**config.mk**
```make
export PLATFORM = sky130hd
export DESIGN_NAME = adc_data_capture
export DESIGN_NICKNAME = d
export VERILOG_FILES = /design/src/rtl/adc_capture_pkg.sv /design/src/rtl/adc_chan_conv.sv /design/src/rtl/adc_data_capture.sv
export SDC_FILE = /design/constraint.sdc
export NUM_CORES = 1
export LEC_CHECK = 0
export CAP_MARGIN = 30
export CORE_MARGIN = 1.5
export CORE_UTILIZATION = 36
export DETAILED_ROUTE_END_ITERATION = 10
export PLACE_DENSITY_LB_ADDON = 0.05
export SLEW_MARGIN = 25
export SYNTH_ARGS = -nofsm -noshare
export SYNTH_HDL_FRONTEND = slang
export SYNTH_SLANG_ARGS = --single-unit
export TNS_END_PERCENT = 30
```
**constraint.sdc**
```tcl
create_clock -name clk -period 3 [get_ports clk]
set_input_delay 0.75 -clock clk [delete_from_list [all_inputs] [get_ports clk]]
set_output_delay 0.75 -clock clk [all_outputs]
set_load 0.02 [all_outputs]
```
**src/rtl/adc_capture_pkg.sv**
```systemverilog
// Shared conversion-mode encodings and parameter range limits for the ADC capture block.
package adc_capture_pkg;

  typedef enum logic [1:0] {
    FMT_PASS      = 2'b00,
    FMT_OB2TC     = 2'b01,
    FMT_OB2TC_NEG = 2'b10,
    FMT_RSVD      = 2'b11
  } fmt_e;

  localparam int unsigned WIDTH_MIN = 8;
  localparam int unsigned WIDTH_MAX = 16;
  localparam int unsigned NCH_MIN   = 1;
  localparam int unsigned NCH_MAX   = 8;
  localparam int unsigned PIPE_MIN  = 0;
  localparam int unsigned PIPE_MAX  = 3;
  localparam int unsigned CNTW_MIN  = 1;
  localparam int unsigned CNTW_MAX  = 32;

endpackage

```
**src/rtl/adc_chan_conv.sv**
```systemverilog
// Per-channel format conversion register plus sticky overrange flag and saturating counter.
module adc_chan_conv
  import adc_capture_pkg::*;
#(
  parameter int unsigned WIDTH = 13,
  parameter int unsigned CNTW  = 16
) (
  input  logic             clk,
  input  logic             rst_n,
  input  logic [WIDTH-1:0] cap_word,
  input  logic             cap_valid,
  input  logic [1:0]       cap_fmt,
  input  logic             ovr_clr,
  output logic [WIDTH-1:0] conv_word,
  output logic             ovr_flag,
  output logic [CNTW-1:0]  ovr_cnt
);

  localparam logic [WIDTH-1:0] MSB_MASK = {1'b1, {(WIDTH-1){1'b0}}};
  localparam logic [WIDTH-1:0] SMIN     = MSB_MASK;
  localparam logic [WIDTH-1:0] SMAX     = ~MSB_MASK;
  localparam logic [CNTW-1:0]  CNT_MAX  = {CNTW{1'b1}};

  logic [WIDTH-1:0] flip_c;
  logic [WIDTH-1:0] conv_c;
  logic             event_c;

  // Convert the captured word with its own captured mode; flag signed extremes after the flip.
  always_comb begin
    flip_c  = cap_word;
    conv_c  = cap_word;
    case (fmt_e'(cap_fmt))
      FMT_OB2TC: begin
        flip_c = cap_word ^ MSB_MASK;
        conv_c = flip_c;
      end
      FMT_OB2TC_NEG: begin
        flip_c = cap_word ^ MSB_MASK;
        conv_c = (flip_c == SMIN) ? SMAX : WIDTH'(WIDTH'(0) - flip_c);
      end
      default: begin
        flip_c = cap_word;
        conv_c = cap_word;
      end
    endcase
    event_c = cap_valid && ((flip_c == SMIN) || (flip_c == SMAX));
  end

  // Conversion register only advances on valid samples so the output holds between them.
  always_ff @(posedge clk or negedge rst_n) begin
    if (!rst_n) begin
      conv_word <= '0;
    end else if (cap_valid) begin
      conv_word <= conv_c;
    end
  end

  // Overrange status; a clear in the same cycle as an event discards the event.
  always_ff @(posedge clk or negedge rst_n) begin
    if (!rst_n) begin
      ovr_flag <= 1'b0;
      ovr_cnt  <= '0;
    end else if (ovr_clr) begin
      ovr_flag <= 1'b0;
      ovr_cnt  <= '0;
    end else if (event_c) begin
      ovr_flag <= 1'b1;
      if (ovr_cnt != CNT_MAX) begin
        ovr_cnt <= ovr_cnt + CNTW'(1);
      end
    end
  end

endmodule

```
**src/rtl/adc_data_capture.sv**
```systemverilog
// Multi-channel ADC capture: input register, per-channel conversion, optional output pipeline.
module adc_data_capture
  import adc_capture_pkg::*;
#(
  parameter int unsigned WIDTH = 13,
  parameter int unsigned NCH   = 2,
  parameter int unsigned PIPE  = 0,
  parameter int unsigned CNTW  = 16
) (
  input  logic                  clk,
  input  logic                  rst_n,
  input  logic [NCH*WIDTH-1:0]  din,
  input  logic                  din_valid,
  input  logic [1:0]            fmt_sel,
  input  logic                  ovr_clr,
  output logic [NCH*WIDTH-1:0]  dout,
  output logic                  dout_valid,
  output logic [NCH-1:0]        ovr_flag,
  output logic [NCH*CNTW-1:0]   ovr_cnt
);

  localparam int unsigned DW = NCH * WIDTH;

  (* IOB = "TRUE" *) logic [DW-1:0] cap_din;
  logic          cap_valid;
  logic [1:0]    cap_fmt;
  logic [DW-1:0] conv_data;
  logic          conv_valid;

  // Capture stage: data, qualifier and mode registered together every cycle.
  always_ff @(posedge clk or negedge rst_n) begin
    if (!rst_n) begin
      cap_din   <= '0;
      cap_valid <= 1'b0;
      cap_fmt   <= 2'b00;
    end else begin
      cap_din   <= din;
      cap_valid <= din_valid;
      cap_fmt   <= fmt_sel;
    end
  end

  // Valid qualifier aligned with the conversion registers.
  always_ff @(posedge clk or negedge rst_n) begin
    if (!rst_n) begin
      conv_valid <= 1'b0;
    end else begin
      conv_valid <= cap_valid;
    end
  end

  for (genvar k = 0; k < NCH; k++) begin : g_chan
    adc_chan_conv #(
      .WIDTH (WIDTH),
      .CNTW  (CNTW)
    ) u_conv (
      .clk       (clk),
      .rst_n     (rst_n),
      .cap_word  (cap_din[k*WIDTH +: WIDTH]),
      .cap_valid (cap_valid),
      .cap_fmt   (cap_fmt),
      .ovr_clr   (ovr_clr),
      .conv_word (conv_data[k*WIDTH +: WIDTH]),
      .ovr_flag  (ovr_flag[k]),
      .ovr_cnt   (ovr_cnt[k*CNTW +: CNTW])
    );
  end

  if (PIPE == 0) begin : g_nopipe
    assign dout       = conv_data;
    assign dout_valid = conv_valid;
  end else begin : g_pipe
    localparam int unsigned PDW = PIPE * DW;

    logic [PIPE-1:0][DW-1:0] pipe_data;
    logic [PIPE-1:0]         pipe_valid;
    logic [PIPE-1:0][DW-1:0] data_src;
    logic [PIPE-1:0]         valid_src;

    assign data_src  = PDW'({pipe_data, conv_data});
    assign valid_src = PIPE'({pipe_valid, conv_valid});

    // Delay line; each stage only loads when the sample entering it is valid.
    always_ff @(posedge clk or negedge rst_n) begin
      if (!rst_n) begin
        pipe_data  <= '0;
        pipe_valid <= '0;
      end else begin
        pipe_valid <= valid_src;
        for (int i = 0; i < int'(PIPE); i++) begin
          if (valid_src[i]) begin
            pipe_data[i] <= data_src[i];
          end
        end
      end
    end

    assign dout       = pipe_data[PIPE-1];
    assign dout_valid = pipe_valid[PIPE-1];
  end

endmodule

```
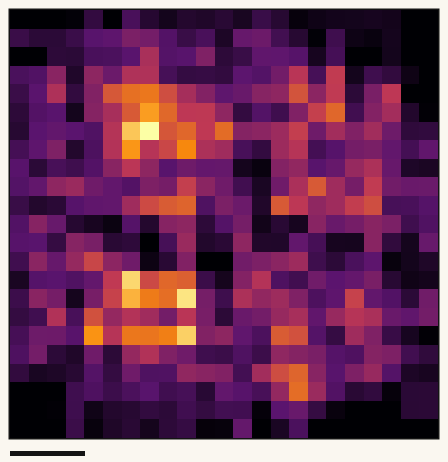
*Routed metal per tile, run 1*
Scale bar: 20 um. 23 x 23 tiles, from black (low) to pale yellow (high), scaled to the fullest tile. Values are wire area over tile area, all layers added.
tiles over half the peak: 11%
fullest tile: 0.50
emptiest ninth of the die: north-east
total routing usage reported by global routing: 0.1804
Post-Route WL: 10950 um
total number of vias: 3788

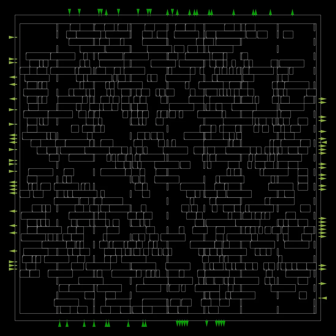
*Cell placement, run 1*
Fill cells: 1183
tally of non-filler cells in the final layout: 717
Tapcells: 168

==> out/summary.rpt, run 1 <==
=====================================================================================
Area leader share                                                              0.5006
Length of routed met2 wiring                                                  4921 um
Largest vdd supply drop                                                     0.2742 mV
WP data arrival                                                               2.93 ns
Remaining design rule violation count                                               0
Synth mux share                                                               0.03699
Delay contributed by the slowest stage of the critical path                   0.48 ns
Count of nets after finishing                                                     584
Worst setup path start                                                     cap_fmt[0]
Most frequent standard cell in the layout excluding fill and tap cells   sky130_fd_sc_hd__clkdlybuf4s50_1
Detailed router's first-iteration violation count                                 290
Area delta synth->final                                                        31.65%
Avg Cell Area, Syn                                                         9.802 um^2
Seq cells post-synth                                                               90
Part of the cycle the worst path needs                                         0.8979
Headroom to the max-slew limit                                                 0.4549
Num Clock Sinks                                                                    90
Count of standard-cell rows                                                        40
Run status                                                               complete, no violations
Transition time at the pin with the least slew margin                       0.8176 ns
Number of endpoints with negative hold slack in the final report                    0
Antenna cell count                                                                  0
Nature of the critical path startpoint                                       register
Global routing usage on met3                                                  0.04481
Worst slack at placement                                                    0.3558 ns
Number of pins exceeding their max-slew limit in the final report                   0
Most area-consuming cells after synthesis                                sky130_fd_sc_hd__dfrtp_1, sky130_fd_sc_hd__nor2_1, sky130_fd_sc_hd__a21oi_1
Maximum level of the CTS H-tree                                                     3
Unrepaired setup endpoints after global routing                                 false
Synth Cell Area                                                             4499 um^2
Buffer count from post-CTS setup fixing                                             0
Primary FF master, synth                                                 sky130_fd_sc_hd__dfrtp_1
Distinct cell type count of the synthesized netlist                                57
Fp util                                                                        0.3715
Number of buffer and inverter instances along the worst setup path                  1
Area fraction in xor and xnor cells                                           0.01557
Count of flip-flops with a built-in enable after synthesis                          0
Top comb family, area                                                    simple AND/OR/NAND/NOR gates
Num CTS Buffers                                                                     9
Routed length on met1                                                         5410 um
Power per unit of standard cell area                                     509.6 nW/um^2
Nets at Floorplan                                                                 499
TritonCTS clock tree                                                              yes
Count of instantiated cells in the yosys netlist                                  459
Shortest clock period the worst path allows after layout                     2.694 ns
Global-route wire length before repair                                       18600 um
Total core area                                                            12110 um^2
FFs w/ async S/R, synth                                                         1.000
Gp weighted congestion                                                         0.8586
Synth Seq Share                                                                0.5006
Root buffer cell                                                         sky130_fd_sc_hd__clkbuf_16
Antenna-violating nets left                                                         0
Hold buffer count at cts                                                            0
Area fraction in compound gates                                                0.1499
Number of logged tool warnings                                                     29
Chip area line of the yosys report                                          4499 um^2
Number of top-level pins                                                           93
Port buffer count                                                                  92
Yosys top cell by area                                                   sky130_fd_sc_hd__dfrtp_1
Cell type of the slowest stage on the worst timing path                  sky130_fd_sc_hd__nor4_1
Setup TNS                                                                        0 ns
Most frequently placed logic cells in the final layout                   sky130_fd_sc_hd__clkdlybuf4s50_1, sky130_fd_sc_hd__dfrtp_1, sky130_fd_sc_hd__nor2_1
Die height                                                                   114.8 um
Worst Slack Setup Final                                                     0.3062 ns
CP max FO                                                                          19
Number of global-route vias before repair                                        3687
Grt total ovfl                                                                      0
Grt peak-use layer                                                               met2
Post-synthesis share of cell area spent on and, or, nand and nor gates         0.2322
Maximum buffer depth of the clock tree                                              2
Number of vias per cell after detailed routing                                  5.283
Met2 layer usage reported by global route                                      0.2707
Yosys warnings                                                                      0
Adder share                                                                   0.02225
Clock-pin slew on the worst setup and hold paths                              0.07 ns
Number of antenna violations at the first check in global routing                   0
Insertion delay of the later-clocked pin in the worst-skew pair               0.35 ns
Pin count of the biggest net entering global routing                               51
Highest routing layer actually used                                              met4
Top cell types by occurrence after synthesis                             sky130_fd_sc_hd__dfrtp_1, sky130_fd_sc_hd__nor2_1, sky130_fd_sc_hd__a21oi_1
First-pass iteration count of the detailed router                                   4
Wirelength per Cell                                                          15.27 um
Worst Skew                                                                 0.01077 ns
Hold WC Path Type                                                            in2async
Met1 Use GR                                                                    0.2574
Most repeated cell in the gate-level netlist after synthesis             sky130_fd_sc_hd__dfrtp_1
Fraction of final layout cells with drive strength greater than 1             0.09107
Max frequency                                                              0.3712 GHz
Tally of max-capacitance violations                                                 0
Worst Path Required                                                           3.23 ns
Cell type with the highest occurrence count on the critical path         sky130_fd_sc_hd__nor4_1
Horizontal extent of the die                                                 114.8 um
DPL Wire Length                                                               7494 um
Crit-path cells                                                          inv_1 > ha_1 > xnor2_1 > nor4_1 > o221ai_2 > nor4_1 > mux2_2
R2r startpoint                                                             cap_fmt[0]
Amount of wire on met3 after detailed routing                                  477 um
Die outline area                                                           13180 um^2
Cts repair resizes                                                                  0
Number of failing setup endpoints in the final timing report                        0
Number of cells produced by synthesis                                             459
Static leakage                                                               2.393 nW
Family of cells with the greatest summed delay on the critical path      simple AND/OR/NAND/NOR gates
Kind of end point of the critical path                                       register
Worst Path Class, Setup                                                       reg2reg
=====================================================================================
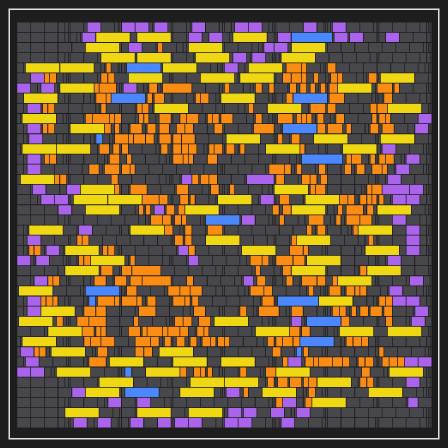
*Cells colored by class, run 1*
Fill, decap, tap and diode cells in gray.
| color | class | cells | share of their area |
|---|---|---|---|
| orange | remaining logic cells | 342 | 37% |
| purple | remaining buffers and delay cells | 101 | 18% |
| blue | clock drivers and dummy loads | 16 | 5.8% |
| yellow | registers | 90 | 39% |

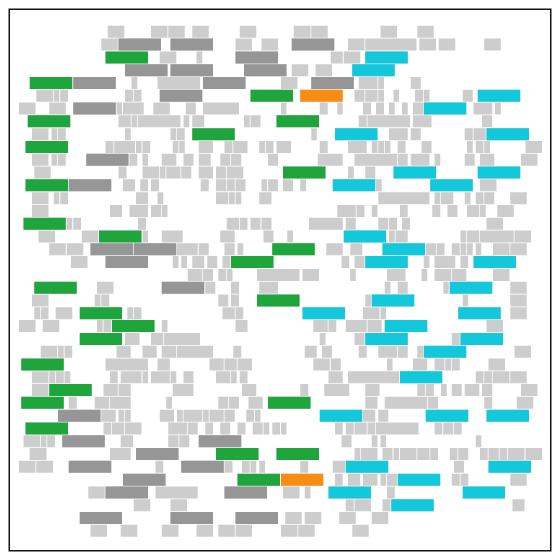
*Sequential cells colored by netlist name, run 1*
Other sequential cells in the stronger gray, the rest of the logic in the fainter gray.
| color | netlist name | flops |
|---|---|---|
| cyan | g_chan.u_conv.ovr_cnt | 32 |
| orange | g_chan.u_conv.ovr_flag | 2 |
| green | g_chan.u_conv.conv_word | 26 |
final core utilization: 0.4891
sequential cell area share: 0.3802
Seq group: 1.34 mW
area of all sequential standard cells: 2252 um^2

[run 1: power by group]
group | leakage [nW] | internal, mW | switching, mW
sequential | 1.13 | 1.28 | 0.0592
clock | 0.166 | 0.810 | 0.484
combinational | 1.10 | 0.184 | 0.205
[run 1: cell type report]
type / instances / area [um^2]
Multi-Input combinational cell: 326 / 2056
Inverter: 16 / 60.06
Clock buffer: 10 / 229.0
Fill cell: 1183 / 6188
Timing Repair Buffer: 101 / 1011
Clock inverter: 6 / 105.1
Sequential cell: 90 / 2252
Tap cell: 168 / 210.2
[run 1: stage by stage]
stage	cell area, um^2	hold slack, ns	util	instances	total power [mW]
after floorplan	4499	0.3519	-	459	1.542
after global placement	5589	0.4984	0.4615	701	1.748
after detailed placement	5589	0.5031	0.4615	701	1.751
after CTS	5923	0.4201	0.4891	717	3.052
after global routing	5923	0.4403	0.4891	717	3.154
final	5923	0.4049	0.4891	717	3.018
[run 1: flip-flops by register name, indices dropped and copies added (netlist names)]
signal                   cells
g_chan.u_conv.ovr_cnt       32
cap_din                     26
g_chan.u_conv.conv_word     26
cap_fmt                      2
g_chan.u_conv.ovr_flag       2
cap_valid                    1
dout_valid                   1
[run 1: worst paths after layout]
check                                                 end  slack [ns]  cells after the start
setup / recovery             g_chan[1].u_conv.ovr_cnt[12]        0.31                      7
setup reg to reg             g_chan[1].u_conv.ovr_cnt[12]        0.31                      7
hold reg to reg            g_chan[0].u_conv.conv_word[12]        0.51                      1
min in group clk           g_chan[0].u_conv.conv_word[12]        0.51                      1
hold / removal               g_chan[0].u_conv.ovr_cnt[10]        0.40                      1
max in group asynchronous                     cap_din[13]        1.93                      2
==> run 2, diff against run 1 <==
--- a/config.mk
+++ b/config.mk
@@ -8,8 +8,8 @@
 export CAP_MARGIN = 30
 export CORE_MARGIN = 1.5
 export CORE_UTILIZATION = 36
+export CTS_CLUSTER_DIAMETER = 200
 export DETAILED_ROUTE_END_ITERATION = 10
-export PLACE_DENSITY_LB_ADDON = 0.05
 export SLEW_MARGIN = 25
 export SYNTH_ARGS = -nofsm -noshare
 export SYNTH_HDL_FRONTEND = slang
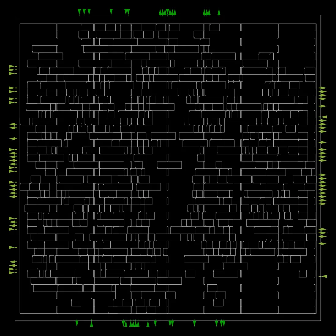
*Cell placement, run 2*
final core utilization: 0.4877
total core area: 12110 um^2
Fill cells: 1166
sequential cell count: 90

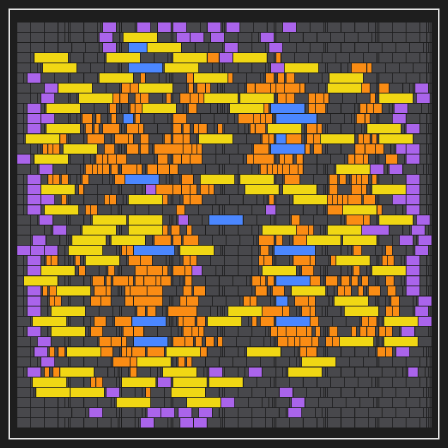
*Cells colored by class, run 2*
Fill, decap, tap and diode cells in gray.
| color | class | cells | share of their area |
|---|---|---|---|
| orange | remaining logic cells | 342 | 37% |
| purple | remaining buffers and delay cells | 98 | 17% |
| yellow | registers | 90 | 40% |
| blue | clock drivers and dummy loads | 16 | 6.2% |
summed area of non-filler cells in the final layout: 5907 um^2
count of standard-cell rows: 40

==> run 2 against run 1 <==
  * Maximum frequency fell by 1.7%
  * Wire length about the same
  * Final cell count fell by 0.42%
==> out/summary.rpt, run 2 <==
==================================================================================
Num CTS Buffers                                                                  9   unchanged
Total routing usage reported by global routing                              0.1777   was 0.1804
Most frequently placed logic cells in the final layout                sky130_fd_sc_hd__clkdlybuf4s50_1, sky130_fd_sc_hd__dfrtp_1, sky130_fd_sc_hd__nor2_1   unchanged
Headroom to the max-slew limit                                              0.4835   was 0.4549
Worst Path Class, Setup                                                    reg2reg   unchanged
Logic depth of the worst setup path including buffers                            7   unchanged
R2r startpoint                                                          cap_din[0]   was cap_fmt[0]
Worst setup path start                                                  cap_din[0]   was cap_fmt[0]
Clk pwr                                                                    1.32 mW   was 1.29 mW
Detailed router's first-iteration violation count                              288   was 290
Number of vias per cell after detailed routing                               5.311   was 5.283
Shortest clock period the worst path allows after layout                  2.741 ns   was 2.694 ns
Num Clock Sinks                                                                 90   unchanged
Max frequency                                                           0.3648 GHz   was 0.3712 GHz
Run status                                                            complete, no violations   unchanged
Wirelength per Cell                                                       15.33 um   was 15.27 um
Synth Cell Area                                                          4499 um^2   unchanged
Number of antenna violations at the first check in global routing                0   unchanged
Count of instantiated cells in the yosys netlist                               459   unchanged
Number of top-level pins                                                        93   unchanged
Pin count of the biggest net entering global routing                            51   unchanged
Worst R2R Path Depth                                                             7   unchanged
Primary FF master, synth                                              sky130_fd_sc_hd__dfrtp_1   unchanged
Worst Path Required                                                        3.26 ns   was 3.23 ns
Setup TNS                                                                     0 ns   unchanged
Power group with the highest consumption                                 registers   unchanged
Tally of max-capacitance violations                                              0   unchanged
Worst Skew                                                             0.005448 ns   was 0.01077 ns
Reg2reg setup slack                                                        0.26 ns   was 0.31 ns
Critical Path End                                                     g_chan[0].u_conv.ovr_cnt[13]   was g_chan[1].u_conv.ovr_cnt[12]
Total number of vias                                                          3792   was 3788
Antenna cell count                                                               0   unchanged
Die height                                                                114.8 um   unchanged
Fp util                                                                     0.3715   unchanged
Number of global-route vias before repair                                     3707   was 3687
Crit Reg-Reg Endpoint                                                 g_chan[0].u_conv.ovr_cnt[13]   was g_chan[1].u_conv.ovr_cnt[12]
Nature of the critical path startpoint                                    register   unchanged
Largest vdd supply drop                                                  0.2717 mV   was 0.2742 mV
Number of buffer and inverter instances along the worst setup path               1   unchanged
Number of pins exceeding their max-slew limit in the final report                0   unchanged
Synth Seq Share                                                             0.5006   unchanged
Buffer count from post-CTS setup fixing                                          0   unchanged
Number of cells produced by synthesis                                          459   unchanged
FFs w/ async S/R, synth                                                      1.000   unchanged
Clock-pin slew on the worst setup and hold paths                           0.06 ns   was 0.07 ns
Register name with the most flops                                     g_chan.u_conv.ovr_cnt   unchanged
Kind of end point of the critical path                                    register   unchanged
Seq group                                                                  1.34 mW   about the same
Horizontal extent of the die                                              114.8 um   unchanged
Most repeated cell in the gate-level netlist after synthesis          sky130_fd_sc_hd__dfrtp_1   unchanged
Crit-path cells                                                       inv_1 > ha_1 > nor3b_2 > and4_1 > o2111ai_1 > or4_1 > a21oi_1   was inv_1 > ha_1 > xnor2_1 > nor4_1 > o221ai_2 > nor4_1 > mux2_2
DPL Wire Length                                                            7516 um   was 7494 um
Post-Route WL                                                             10940 um   was 10950 um
Switching fraction of total power                                           0.2445   was 0.2478
Family of cells with the greatest summed delay on the critical path   simple AND/OR/NAND/NOR gates   unchanged
Insertion delay of the later-clocked pin in the worst-skew pair            0.34 ns   was 0.35 ns
P_int                                                                     2.295 mW   was 2.270 mW
Hold WC Path Type                                                         in2async   unchanged
Cts repair resizes                                                               0   unchanged
Number of endpoints with negative hold slack in the final report                 0   unchanged
Most area-consuming cells after synthesis                             sky130_fd_sc_hd__dfrtp_1, sky130_fd_sc_hd__nor2_1, sky130_fd_sc_hd__a21oi_1   unchanged
Delay contributed by the slowest stage of the critical path                0.59 ns   was 0.48 ns
Transition time at the pin with the least slew margin                    0.7739 ns   was 0.8176 ns
Part of the cycle the worst path needs                                      0.9137   was 0.8979
Yosys top cell by area                                                sky130_fd_sc_hd__dfrtp_1   unchanged
TritonCTS clock tree                                                           yes   unchanged
Top cell types by occurrence after synthesis                          sky130_fd_sc_hd__dfrtp_1, sky130_fd_sc_hd__nor2_1, sky130_fd_sc_hd__a21oi_1   unchanged
Unrepaired setup endpoints after global routing                              false   unchanged
Count of nets after finishing                                                  581   was 584
Nets at Floorplan                                                              499   unchanged
Avg Cell Area, Syn                                                      9.802 um^2   unchanged
==================================================================================
-- run 2: cell counts after synthesis --
No cell type changed its count.
-- run 2: worst reg2reg max path, delay by kind of cell (launching register included) --
kind | cells | cell delay (ns)
and+or+nand+nor | 3 | 1.45
AOI/OAI and AO/OA | 2 | 0.54
DFF | 1 | 0.42
adders and majority gates | 1 | 0.18
buffers and inverters | 1 | 0.08
-- run 2: cells by family after synthesis --
family	synth area share
AND/OR/NAND/NOR	0.2322
AND-OR/OR-AND	0.1499
flip-flops	0.5006
buffers and inverters	0.04255
multiplexers	0.03699
XOR/XNOR	0.01557
adder cells (fa/ha/maj)	0.02225
-- run 2: area by class of cell --
| type | count | area, um^2 |
|---|---|---|
| clock buffers | 10 | 239.0 |
| clock inverters | 6 | 113.9 |
| fillers | 1166 | 6205 |
| inverters | 16 | 60.06 |
| multi-input cells | 326 | 2056 |
| flip-flops and latches | 90 | 2252 |
| well taps | 168 | 210.2 |
| repair buffers | 98 | 975.9 |
-- run 2: layer usage --
metal  vias to the layer above  part of all wire  wire, um  global-route usage
li1                       1833                 -         -                   -
met1                      1847              0.48      5304              0.2499
met2                       102              0.46      5066              0.2846
met3                        10             0.039       431             0.02478
met4                         0             0.013       143             0.05926
met5                         -                 0         0                   0
-- run 2: through the flow --
stage	worst slack [ns]	hold WS, ns	std cells	power (mW)	instance area [um^2]
after floorplan	0.7184	0.3519	459	1.542	4499
after global placement	0.3447	0.5162	698	1.740	5554
after detailed placement	0.2958	0.5161	698	1.744	5554
after CTS	0.2801	0.4325	714	3.073	5907
after global routing	0.006543	0.4572	714	3.164	5907
final	0.2588	0.4096	714	3.038	5907
==> run 3, diff against run 2 <==
--- a/config.mk
+++ b/config.mk
@@ -7,9 +7,10 @@
 export LEC_CHECK = 0
 export CAP_MARGIN = 30
 export CORE_MARGIN = 1.5
-export CORE_UTILIZATION = 36
+export CORE_UTILIZATION = 39
 export CTS_CLUSTER_DIAMETER = 200
 export DETAILED_ROUTE_END_ITERATION = 10
+export GPL_ROUTABILITY_DRIVEN = 1
 export SLEW_MARGIN = 25
 export SYNTH_ARGS = -nofsm -noshare
 export SYNTH_HDL_FRONTEND = slang
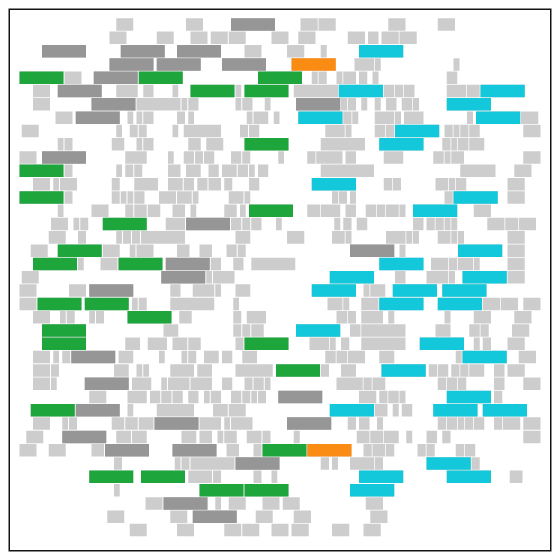
*Sequential cells colored by netlist name, run 3*
Other sequential cells in the stronger gray, the rest of the logic in the fainter gray.
| color | netlist name | flops |
|---|---|---|
| orange | g_chan.u_conv.ovr_flag | 2 |
| cyan | g_chan.u_conv.ovr_cnt | 32 |
| green | g_chan.u_conv.conv_word | 26 |
not colored: 30

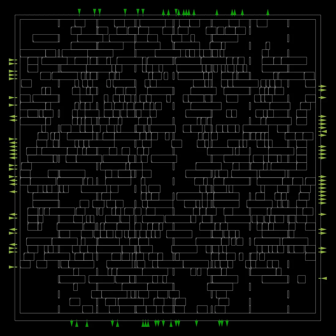
*Cell placement, run 3*
total core area: 11320 um^2
Fill cells: 1042
sequential cell area share: 0.3846

==> run 3 against run 2 <==
  * Die area decreased by 7.5%
  * Final cell count decreased by 3.2%
  * Via count decreased by 1.6%
  * Wire length decreased by 2.5%
  * Sequential power about the same
  * Critical path type unchanged
  * Critical endpoint is now g_chan[1].u_conv.ovr_cnt[14]
==> out/summary.rpt, run 3 <==
=====================================================================================
Post-Route WL                                                                10670 um   was 10940 um
Total routing usage reported by global routing                                 0.1818   was 0.1777
Fp util                                                                        0.3974   was 0.3715
Grt total ovfl                                                                      0   unchanged
Number of vias per cell after detailed routing                                  5.399   was 5.311
Part of the cycle the worst path needs                                         0.9025   was 0.9137
Nature of the critical path startpoint                                       register   unchanged
Worst Path Required                                                           3.22 ns   was 3.26 ns
Fraction of final layout cells with drive strength greater than 1             0.08759   was 0.08791
Root buffer cell                                                         sky130_fd_sc_hd__clkbuf_16   unchanged
Pin count of the biggest net entering global routing                               51   unchanged
Die outline area                                                           12190 um^2   was 13180 um^2
Hold buffer count at cts                                                            0   unchanged
Length of routed met2 wiring                                                  4920 um   was 5066 um
Number of pins exceeding their max-slew limit in the final report                   0   unchanged
Antenna cell count                                                                  0   unchanged
Seq cells post-synth                                                               90   unchanged
Area taken by multi-input logic gates                                       2056 um^2   unchanged
Seq group                                                                     1.34 mW   about the same
Synth Cell Area                                                             4499 um^2   unchanged
Number of failing setup endpoints in the final timing report                        0   unchanged
Area leader share                                                              0.5006   unchanged
Number of cells produced by synthesis                                             459   unchanged
Maximum level of the CTS H-tree                                                     3   unchanged
CP max FO                                                                          19   was 12
Buffer count from post-CTS setup fixing                                             0   unchanged
Avg Cell Area, Syn                                                         9.802 um^2   unchanged
Worst Path Class, Setup                                                       reg2reg   unchanged
Max frequency                                                              0.3693 GHz   was 0.3648 GHz
Leading registers by flop count                                          g_chan.u_conv.ovr_cnt (32), cap_din (26), g_chan.u_conv.conv_word (26)   unchanged
Met2 layer usage reported by global route                                      0.2877   was 0.2846
Count of standard-cell rows                                                        39   was 40
Die height                                                                   110.4 um   was 114.8 um
Worst setup path start                                                     cap_fmt[0]   was cap_din[0]
Distinct cell type count of the synthesized netlist                                57   unchanged
Cts repair resizes                                                                  0   unchanged
Area delta synth->final                                                        30.14%   was 31.28%
Static leakage                                                               2.374 nW   was 2.373 nW
Worst slack on hold paths                                                   0.4090 ns   was 0.4096 ns
P_int                                                                        2.197 mW   was 2.295 mW
Kind of end point of the critical path                                       register   unchanged
Global routing usage on met3                                                  0.04171   was 0.02478
Wirelength per Cell                                                          15.44 um   was 15.33 um
Most repeated cell in the gate-level netlist after synthesis             sky130_fd_sc_hd__dfrtp_1   unchanged
Power group with the highest consumption                                    registers   unchanged
Most frequent standard cell in the layout excluding fill and tap cells   sky130_fd_sc_hd__clkdlybuf4s50_1   unchanged
Highest routing layer actually used                                              met4   unchanged
Number of logged tool warnings                                                     29   unchanged
Port buffer count                                                                  92   unchanged
Routed length on met1                                                         5091 um   was 5304 um
Number of endpoints with negative hold slack in the final report                    0   unchanged
Yosys top cell by area                                                   sky130_fd_sc_hd__dfrtp_1   unchanged
Primary FF master, synth                                                 sky130_fd_sc_hd__dfrtp_1   unchanged
Power per unit of standard cell area                                     496.9 nW/um^2   was 514.2 nW/um^2
Detailed router's first-iteration violation count                                 179   was 288
Grt peak-use layer                                                               met2   unchanged
Horizontal extent of the die                                                 110.4 um   was 114.8 um
Remaining design rule violation count                                               0   unchanged
Max FFs per register                                                               32   unchanged
Chip area line of the yosys report                                          4499 um^2   unchanged
Yosys warnings                                                                      0   unchanged
Hold WC Path Type                                                            in2async   unchanged
Clock-pin slew on the worst setup and hold paths                              0.06 ns   about the same
Count of instantiated cells in the yosys netlist                                  459   unchanged
Headroom to the max-slew limit                                                 0.4820   was 0.4835
Count of nets after finishing                                                     583   was 581
Number of top-level pins                                                           93   unchanged
DPL Wire Length                                                               7463 um   was 7516 um
Number of antenna violations at the first check in global routing                   0   unchanged
Transition time at the pin with the least slew margin                       0.7770 ns   was 0.7739 ns
Tally of max-capacitance violations                                                 0   unchanged
Num CTS Buffers                                                                     9   unchanged
FFs w/ async S/R, synth                                                         1.000   unchanged
Worst Skew                                                                0.006096 ns   was 0.005448 ns
Global-route wire length before repair                                       18200 um   was 18560 um
Power dissipated in combinational cells                                        383 uW   was 381 uW
Total number of vias                                                             3731   was 3792
Shortest clock period the worst path allows after layout                     2.708 ns   was 2.741 ns
Amount of wire on met3 after detailed routing                                  499 um   was 431 um
Switching Power                                                              713.0 uW   was 742.7 uW
Area of all sequential standard cells                                       2252 um^2   unchanged
Top cell types by occurrence after synthesis                             sky130_fd_sc_hd__dfrtp_1, sky130_fd_sc_hd__nor2_1, sky130_fd_sc_hd__a21oi_1   unchanged
Run status                                                               complete, no violations   unchanged
Switching fraction of total power                                              0.2451   was 0.2445
Num Clock Sinks                                                                    90   unchanged
Combinational group share of total power                                        0.132   was 0.126
R2r startpoint                                                             cap_fmt[0]   was cap_din[0]
Number of global-route vias before repair                                        3729   was 3707
=====================================================================================
-- run 3: stage by stage --
step	setup slack, ns	cell area [um^2]	instances	util
after CTS	0.3014	5856	691	0.5172
after global routing	0.01494	5856	691	0.5172
after floorplan	0.7184	4499	459	-
after detailed placement	0.3180	5538	675	0.4892
after global placement	0.3877	5538	675	0.4892
final	0.2924	5856	691	0.5172
-- run 3: cell type report --
cell class	instances	area share
inverter	16	0.01026
clock buffer	15	0.04915
clock inverter	1	0.005128
tap	143	0.03056
sequential	90	0.3846
timing repair buffer	100	0.1692
multi-input combinational	326	0.3511
-- run 3: cells by family after synthesis --
group	share of synthesized area
compound gates	0.1499
mux	0.03699
fa+ha+maj	0.02225
xor+xnor	0.01557
buf+inv	0.04255
flops	0.5006
simple gates	0.2322
-- run 3: worst max-delay path: stages (launching register included) --
cell                       delay, ns
sky130_fd_sc_hd__dfrtp_1        0.35
sky130_fd_sc_hd__inv_1          0.05
sky130_fd_sc_hd__ha_1           0.42
sky130_fd_sc_hd__xnor2_1        0.20
sky130_fd_sc_hd__nor4_1         0.48
sky130_fd_sc_hd__o221ai_2       0.42
sky130_fd_sc_hd__nor4_1         0.32
sky130_fd_sc_hd__mux2_2         0.37
-- run 3: path summary, 6_finish.rpt --
path                                                     end  slack (ns)  depth (start not counted)
min in group clk                   g_chan[1].u_conv.ovr_flag        0.52                          2
max in group asynchronous                         cap_din[0]        1.92                          2
worst min-delay path            g_chan[0].u_conv.ovr_cnt[10]        0.41                          1
worst min register to register     g_chan[1].u_conv.ovr_flag        0.52                          2
worst max-delay path            g_chan[1].u_conv.ovr_cnt[14]        0.29                          7
worst max register to register  g_chan[1].u_conv.ovr_cnt[14]        0.29                          7
No activity file was given, so power comes from the tool's default toggle rates.
